--- config.mk ---
export PLATFORM = sky130hd
export DESIGN_NAME = float_div_seq
export DESIGN_NICKNAME = d
export VERILOG_FILES = /design/src/rtl/float_div_seq.sv
export SDC_FILE = /design/constraint.sdc
export NUM_CORES = 1
export LEC_CHECK = 0
export ABC_AREA = 1
export CORE_MARGIN = 3
export CORE_UTILIZATION = 60
export DETAILED_ROUTE_END_ITERATION = 8
export DONT_BUFFER_PORTS = 1
export PLACE_DENSITY_LB_ADDON = 0.15
export REMOVE_ABC_BUFFERS = 1
export SLEW_MARGIN = 40
export SYNTH_ARGS = -nofsm -noshare
export SYNTH_HDL_FRONTEND = slang
export SYNTH_SLANG_ARGS = --single-unit
--- constraint.sdc ---
create_clock -name clk -period 2.4 [get_ports clk]
set_input_delay 0.36 -clock clk [delete_from_list [all_inputs] [get_ports clk]]
set_output_delay 0.36 -clock clk [all_outputs]
set_load 0.01 [all_outputs]
--- src/rtl/float_div_seq.sv ---
// float_div_seq: sequential floating-point divider for the float_pack format
// {sign, Ne-bit biased exponent, Nm-bit mantissa with hidden one}.
// A restoring radix-2 divider produces one quotient bit per clock.
// Operands are accepted through a start/busy/done handshake.
// Optional build macro FLOAT_DIV_ROUND_EN adds one guard bit and a RND state
// (round half up). Without it the quotient is truncated toward zero.
module float_div_seq #(
    parameter int Nm = 23,
    parameter int Ne = 8
) (
    input  logic            clk,
    input  logic            reset_n,
    input  logic            start_i,
    input  logic [Ne+Nm:0]  a_i,
    input  logic [Ne+Nm:0]  b_i,
    output logic            busy_o,
    output logic            done_o,
    output logic [Ne+Nm:0]  result_o
);

    localparam int W  = 1 + Ne + Nm;
    localparam int EW = Ne + 2;
`ifdef FLOAT_DIV_ROUND_EN
    localparam int QW = Nm + 3;     // quotient bits including one guard bit
`else
    localparam int QW = Nm + 2;
`endif
    localparam int CW = $clog2(QW + 1);

    localparam logic signed [EW-1:0] BIAS   = EW'(2**(Ne-1) - 1);
    localparam logic signed [EW-1:0] MAX_E  = EW'(2**Ne - 1);
    localparam logic signed [EW-1:0] SAT_E  = EW'(2**Ne - 2);
    localparam logic signed [EW-1:0] ZERO_E = '0;
    localparam logic signed [EW-1:0] ONE_E  = EW'(1);
    localparam logic [Ne-1:0]        SAT_EXP = {{(Ne-1){1'b1}}, 1'b0};

`ifdef FLOAT_DIV_ROUND_EN
    typedef enum logic [2:0] {IDLE, SPEC, CALC, NORM, RND} state_t;
`else
    typedef enum logic [1:0] {IDLE, SPEC, CALC, NORM} state_t;
`endif

    state_t                 state_q, state_d;
    logic                   sign_q, sign_d;
    logic signed [EW-1:0]   e_tmp_q, e_tmp_d;
    logic [Nm+1:0]          rem_q, rem_d;
    logic [Nm:0]            div_q, div_d;
    logic [QW-1:0]          quo_q, quo_d;
    logic [CW-1:0]          cnt_q, cnt_d;
    logic [W-1:0]           spec_q, spec_d;     // pending result (special case or pre-round value)
    logic [W-1:0]           result_q, result_d;
    logic                   done_q, done_d;
`ifdef FLOAT_DIV_ROUND_EN
    logic                   guard_q, guard_d;
    logic                   final_q, final_d;   // pending value already flushed/saturated, skip rounding
`endif

    // Operand fields and special-case detection at the request
    logic [Ne-1:0]          a_exp, b_exp;
    logic [Nm-1:0]          a_man, b_man;
    logic                   a_zero, b_zero, sign_in;
    logic signed [EW-1:0]   e_calc;

    assign a_exp   = a_i[W-2:Nm];
    assign b_exp   = b_i[W-2:Nm];
    assign a_man   = a_i[Nm-1:0];
    assign b_man   = b_i[Nm-1:0];
    assign a_zero  = (a_exp == '0) && (a_man == '0);
    assign b_zero  = (b_exp == '0) && (b_man == '0);
    assign sign_in = a_i[W-1] ^ b_i[W-1];
    assign e_calc  = $signed({2'b00, a_exp}) - $signed({2'b00, b_exp}) + BIAS;

    // One restoring-division step
    logic                   rem_ge;
    logic [Nm+1:0]          rem_diff;

    assign rem_ge   = (rem_q >= {1'b0, div_q});
    assign rem_diff = rem_q - {1'b0, div_q};

    // Normalisation: quotient lies in (0.5, 2), the top bit tells which half
    logic                   q_top;
    logic signed [EW-1:0]   e_norm;
    logic [Nm-1:0]          mant_n;

    assign q_top  = quo_q[QW-1];
    assign e_norm = q_top ? e_tmp_q : (e_tmp_q - ONE_E);
`ifdef FLOAT_DIV_ROUND_EN
    logic                   guard_n;
    logic [Nm:0]            mant_sum;
    logic [Ne:0]            exp_r;

    assign mant_n   = q_top ? quo_q[Nm+1:2] : quo_q[Nm:1];
    assign guard_n  = q_top ? quo_q[1] : quo_q[0];
    // Rounding increment; a mantissa carry-out bumps the exponent and leaves mant zero
    assign mant_sum = {1'b0, spec_q[Nm-1:0]} + {{Nm{1'b0}}, guard_q};
    assign exp_r    = {1'b0, spec_q[W-2:Nm]} + {{Ne{1'b0}}, mant_sum[Nm]};
`else
    assign mant_n   = q_top ? quo_q[Nm:1] : quo_q[Nm-1:0];
`endif

    // Next-state and datapath update for every state
    always_comb begin
        state_d  = state_q;
        sign_d   = sign_q;
        e_tmp_d  = e_tmp_q;
        rem_d    = rem_q;
        div_d    = div_q;
        quo_d    = quo_q;
        cnt_d    = cnt_q;
        spec_d   = spec_q;
        result_d = result_q;
        done_d   = 1'b0;
`ifdef FLOAT_DIV_ROUND_EN
        guard_d  = guard_q;
        final_d  = final_q;
`endif
        case (state_q)
            IDLE: begin
                if (start_i) begin
                    sign_d  = sign_in;
                    e_tmp_d = e_calc;
                    rem_d   = {1'b0, 1'b1, a_man};
                    div_d   = {1'b1, b_man};
                    quo_d   = '0;
                    cnt_d   = CW'(QW);
                    state_d = SPEC;
                    if (a_zero)
                        spec_d = '0;
                    else if (b_zero)
                        spec_d = {1'b0, {Ne{1'b1}}, {Nm{1'b0}}};
                    else if (e_calc > MAX_E)
                        spec_d = {sign_in, SAT_EXP, {Nm{1'b1}}};
                    else if (e_calc < ZERO_E)
                        spec_d = {sign_in, {(W-1){1'b0}}};
                    else
                        state_d = CALC;
                end
            end
            SPEC: begin
                result_d = spec_q;
                done_d   = 1'b1;
                state_d  = IDLE;
            end
            CALC: begin
                if (rem_ge) begin
                    quo_d = {quo_q[QW-2:0], 1'b1};
                    rem_d = rem_diff << 1;
                end else begin
                    quo_d = {quo_q[QW-2:0], 1'b0};
                    rem_d = rem_q << 1;
                end
                cnt_d = cnt_q - CW'(1);
                if (cnt_q == CW'(1))
                    state_d = NORM;
            end
            NORM: begin
`ifdef FLOAT_DIV_ROUND_EN
                guard_d = guard_n;
                final_d = 1'b1;
                state_d = RND;
                if (e_norm <= ZERO_E)
                    spec_d = {sign_q, {(W-1){1'b0}}};
                else if (e_norm > SAT_E)
                    spec_d = {sign_q, SAT_EXP, {Nm{1'b1}}};
                else begin
                    spec_d  = {sign_q, e_norm[Ne-1:0], mant_n};
                    final_d = 1'b0;
                end
`else
                done_d  = 1'b1;
                state_d = IDLE;
                if (e_norm <= ZERO_E)
                    result_d = {sign_q, {(W-1){1'b0}}};
                else if (e_norm > SAT_E)
                    result_d = {sign_q, SAT_EXP, {Nm{1'b1}}};
                else
                    result_d = {sign_q, e_norm[Ne-1:0], mant_n};
`endif
            end
`ifdef FLOAT_DIV_ROUND_EN
            RND: begin
                done_d  = 1'b1;
                state_d = IDLE;
                // exponent is at least 1 here, so only saturation can follow rounding
                if (final_q)
                    result_d = spec_q;
                else if (exp_r > {1'b0, SAT_EXP})
                    result_d = {spec_q[W-1], SAT_EXP, {Nm{1'b1}}};
                else
                    result_d = {spec_q[W-1], exp_r[Ne-1:0], mant_sum[Nm-1:0]};
            end
`endif
            default: state_d = IDLE;
        endcase
    end

    // State and datapath registers; reset aborts any operation in flight
    always_ff @(posedge clk or negedge reset_n) begin
        if (!reset_n) begin
            state_q  <= IDLE;
            sign_q   <= 1'b0;
            e_tmp_q  <= '0;
            rem_q    <= '0;
            div_q    <= '0;
            quo_q    <= '0;
            cnt_q    <= '0;
            spec_q   <= '0;
            result_q <= '0;
            done_q   <= 1'b0;
`ifdef FLOAT_DIV_ROUND_EN
            guard_q  <= 1'b0;
            final_q  <= 1'b0;
`endif
        end else begin
            state_q  <= state_d;
            sign_q   <= sign_d;
            e_tmp_q  <= e_tmp_d;
            rem_q    <= rem_d;
            div_q    <= div_d;
            quo_q    <= quo_d;
            cnt_q    <= cnt_d;
            spec_q   <= spec_d;
            result_q <= result_d;
            done_q   <= done_d;
`ifdef FLOAT_DIV_ROUND_EN
            guard_q  <= guard_d;
            final_q  <= final_d;
`endif
        end
    end

    assign busy_o   = (state_q != IDLE);
    assign done_o   = done_q;
    assign result_o = result_q;

endmodule

**Power grid**

The bar under the picture is 20 um long. Pins as bars on the die edge. Tap cells in gray.
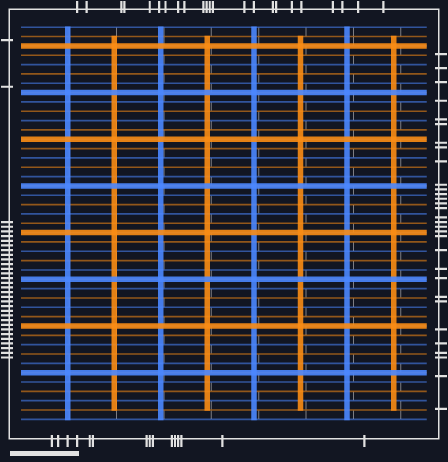
Key: VSS = blue; VDD = orange
8 straps on met4. 176 tap cells. 43 met1 rails follow the rows.
core region area: 0.0135 mm^2
Die Y-Extent: 125 um
worst voltage drop across the vdd grid: 0.820 mV
overall die width: 125 um

**Wiring by layer**

The bar under the picture is 20 um long. Only two layers are drawn.
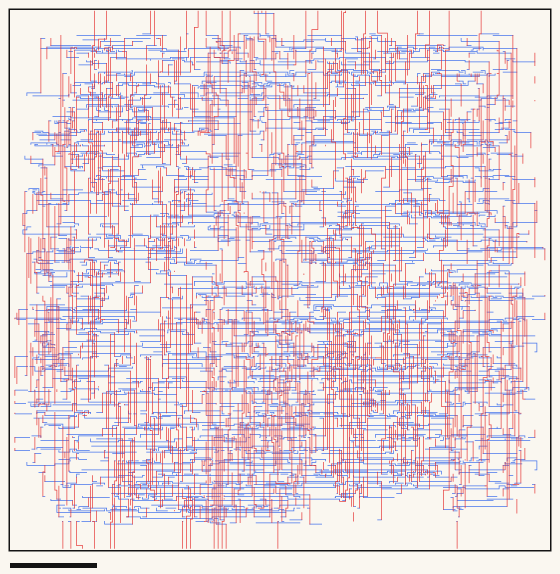
Key: met1 = blue [wire length 9650 um]; met2 = red [wire length 9410 um]
mean routed wirelength per cell: 14.4 um
total wire length after detailed routing: 20800 um

**Placed standard cells**

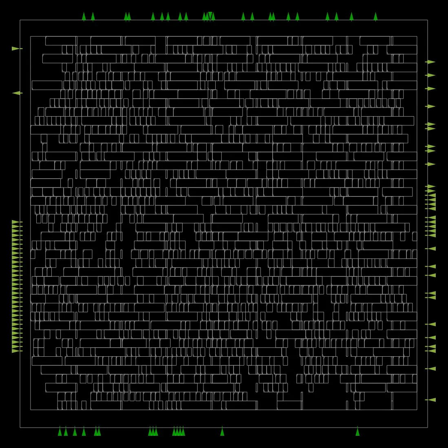
fraction of the core area covered by cells at the end of the flow: 0.695
# Taps: 176
share of the final layout cell area in sequential cells: 0.344
layout sequential cell count: 129

**Clock distribution**

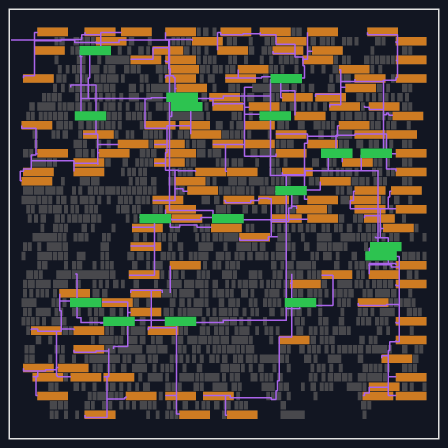
Key: flip-flops = orange [count 129]; clock wires = purple [length 1750 um]; cells driving clock nets = green [count 17]
Position of the flops: all over the die. There are 18 routed clock nets.
clock network power share: 0.184
power in the clock group: 2.70 mW
setup clock skew after layout: 0.00792 ns

==> notes.md <==
From the run reports.

- Hold timing on the final database bottoms out at a slack of -0.372 ns.
- The synthesized area reads 0.00845 mm^2.
- The number of core rows reads 42.
- The detailed-route via count reads 7749.
- Traced cell by cell, the critical path runs through ha_1, fa_1, o21ai_2, buf_4, nand2_1, nand2b_4, nand2_1, nand2_1, xnor2_1, nand2_1, nand3_1, nand3_1.
- The logic depth of the worst path, buffers included reads 12.
- The prevailing logic family in the synthesized netlist is simple AND/OR/NAND/NOR gates.
- The final weighted congestion in routability-driven placement reads 0.912.
- The synthesis report lists the most area-consuming cells as dfrtp_1 38%, nand2_1 17%, inv_1 8.4%, ha_1 5.5%, nor2_1 5.3%.
- According to the Yosys statistics, the synthesized design has a chip area of 0.00845 mm^2.
- The total routing resource utilization after global routing reads 0.275.
- Looking at the cell usage after synthesis, the top flip-flop cell is dfrtp_1.
- The number of detailed-routing iterations run before antenna repair reads 5.
- The number of warnings printed during yosys synthesis reads 0.
- The antenna violation net count after detailed routing reads 0.
- The CTS root buffer is clkbuf_16.
- The critical path is of the reg -> reg type.
- The count of filler cells inserted in the layout reads 1192.
- The worst setup path is launched from a register.
- The layout buffer count excluding clock buffers reads 24.
- The final critical-path setup slack is 0.170 ns.
- The average footprint of a synthesized cell is 6.78 um^2.
- The number of clock buffers added by TritonCTS is 17.
- STA lists the endpoint of the worst register-to-register path as rem_q[17]$_DFFE_PN0P_.
- Across all register-to-register paths, the minimum setup slack is 0.17 ns.
- In the final layout, the share of cells above drive strength 1 is 0.0697.
- The maximum clock path buffer count reads 2.
- The half-perimeter wire length after placement reads 14700 um.
- The H-tree was split into 4 levels.
- The met1 global-route usage reads 0.379.
- The largest single stage delay on the critical path is 0.44 ns.
- Counting pins that exceed their max-slew limit in the final report gives 0.
- The final routed DRC violation total reads 0.
- The distinct cell type count after synthesis reads 38.
- Summing all flip-flop and latch instances after layout gives 0.00323 mm^2.
- The checks that failed: negative hold slack.
- The post-route total power is 14.6 mW.
- The run finished, with violations left.
- Per the synth log, the flip-flop and latch total comes to 129.
- The count of cells along the worst register-to-register path reads 12.
- The aggregate global routing overflow is 0.
- The data-path buffer share of cell area in the final layout is 0.0236.
- The multi-input gate share of total cell area is 0.464.
- Once iteration 0 of detailed routing completed, the report listed 595 DRC markers.
- The async set or reset register ratio after synthesis is 1.00.
- The critical path maximum fanout is 4.
- The count of boundary I/O pins reads 101.
- The count of endpoints failing setup in the final report reads 0.
- In this run, the synthesized area fraction spent on AND-OR/OR-AND gates is recorded as 0.129.
- Summing all multiplexer cells gives an area fraction of 0.
- The post-synthesis cell type with the largest instance count is nand2_1.
- The area share of the leading cell type in the synthesized netlist reads 0.382.
- The critical register-to-register path startpoint is div_q[0]$_DFFE_PN0P_.
- The number of nets in the layout reads 1356.
- Post-CTS repair changed the size of 0 cells.
- The global routing met3 resource utilization is 0.0712.
- The fraction of synthesized cell area in xor and xnor cells reads 0.0187.
- The number of OpenROAD warnings reads 32.
- The simple logic cell fraction of the synthesized area reads 0.302.
- Counting both buffers and inverters, the worst setup path holds a total of 1.
- The dominant kind of cell reads multi-input combinational cells.
- The critical-path cell with the highest stage delay is fa_1.
- The leading area contributor after synthesis reads dfrtp_1.
- The final hold violation count recorded for this run is 129.
- The cell seen most often among critical-path stages reads nand2_1.
- Note that the worst hold path type here is in -> async.
- The arrival time at the worst endpoint is 2.54 ns.
- The count of clock tree sinks reads 129.
- The number of standard cells in the final layout excluding fillers reads 1439.
- Per the final report, the share of cell area in clock cells is 0.0653.
- The number of logic inverters in the finished layout is 199.
- The critical path endpoint has a required time of 2.71 ns.
- The synth_stat.txt file lists the number of cells as 1246.
- The clock edge transition at the registers on the reported setup and hold paths reads 0.06 ns.
- The global-route wire length before repair is 35500 um.
- The total area of multi-input combinational cells is 0.00435 mm^2.
- The via count of the first global-routing pass reads 7421.
- The proportion of synthesized chip area in sequential cells is 0.382.
- After synthesis, the most frequently instantiated cells are 372 x nand2_1, 190 x inv_1, 129 x dfrtp_1.
- The max-cap violation count is 0.
- The peak clock frequency supported by timing reads 0.448 GHz.
- Yosys mapped a number of flops with a built-in enable equal to 0.
- The global routing met2 resource utilization is 0.428.
- The number of placed cells counting well taps reads 1407.
- The library cells used most frequently in the layout, excluding fill and tap cells, are 372 x nand2_1, 190 x inv_1, 129 x dfrtp_1.
- The die area reads 0.0155 mm^2.
- TritonCTS built the clock tree.
- Summing all placed instances gives a cell area of 0.00871 mm^2.
- The area added between synthesis and finish is 11.0%.
- Grouping stages by cell kind, the critical path spends the most delay in adder cells.
- The number of antenna violations at the first check in global routing reads 0.
- The pre-CTS setup check shows a worst slack of -0.0701 ns.
- The launch point of the worst path reads div_q[0]$_DFFE_PN0P_.
- The transition time at the pin with the least slew margin is 0.698 ns.
- In this run, the synthesized area fraction spent on adder and majority cells is recorded as 0.0595.
- The detail-routed via count per cell reads 5.38.
- The global router reports that the layer with the highest usage is met2.
- The portion of the clock cycle consumed by the worst path in the final layout is 0.929.
- Post-CTS timing repair inserted 0 buffers for setup.
- At the floorplan stage, the core utilization is reported as 0.626.
==> layer usage <==
| metal | vias up | routed length (um) |
|---|---|---|
| li1 | 3968 | - |
| met2 | 221 | 9410 |
| met3 | 36 | 1310 |
| met5 | - | 0 |
| met4 | 0 | 418 |
| met1 | 3524 | 9650 |
==> power by group <==
group | total, mW | switching (mW) | internal, mW
combinational | 8.19 | 5.18 | 3.01
sequential | 3.76 | 0.709 | 3.05
clock | 2.70 | 1.00 | 1.69
total | 14.6 | 6.89 | 7.75
==> flip-flops by register name, indices dropped and copies added (netlist names) <==
register / count
cnt_q: 5
div_q: 24
done_o: 1
e_tmp_q: 10
quo_q: 25
rem_q: 25
result_o: 32
sign_q: 1
spec_q: 4
state_q: 2
Power is estimated from default activity; no workload was simulated.
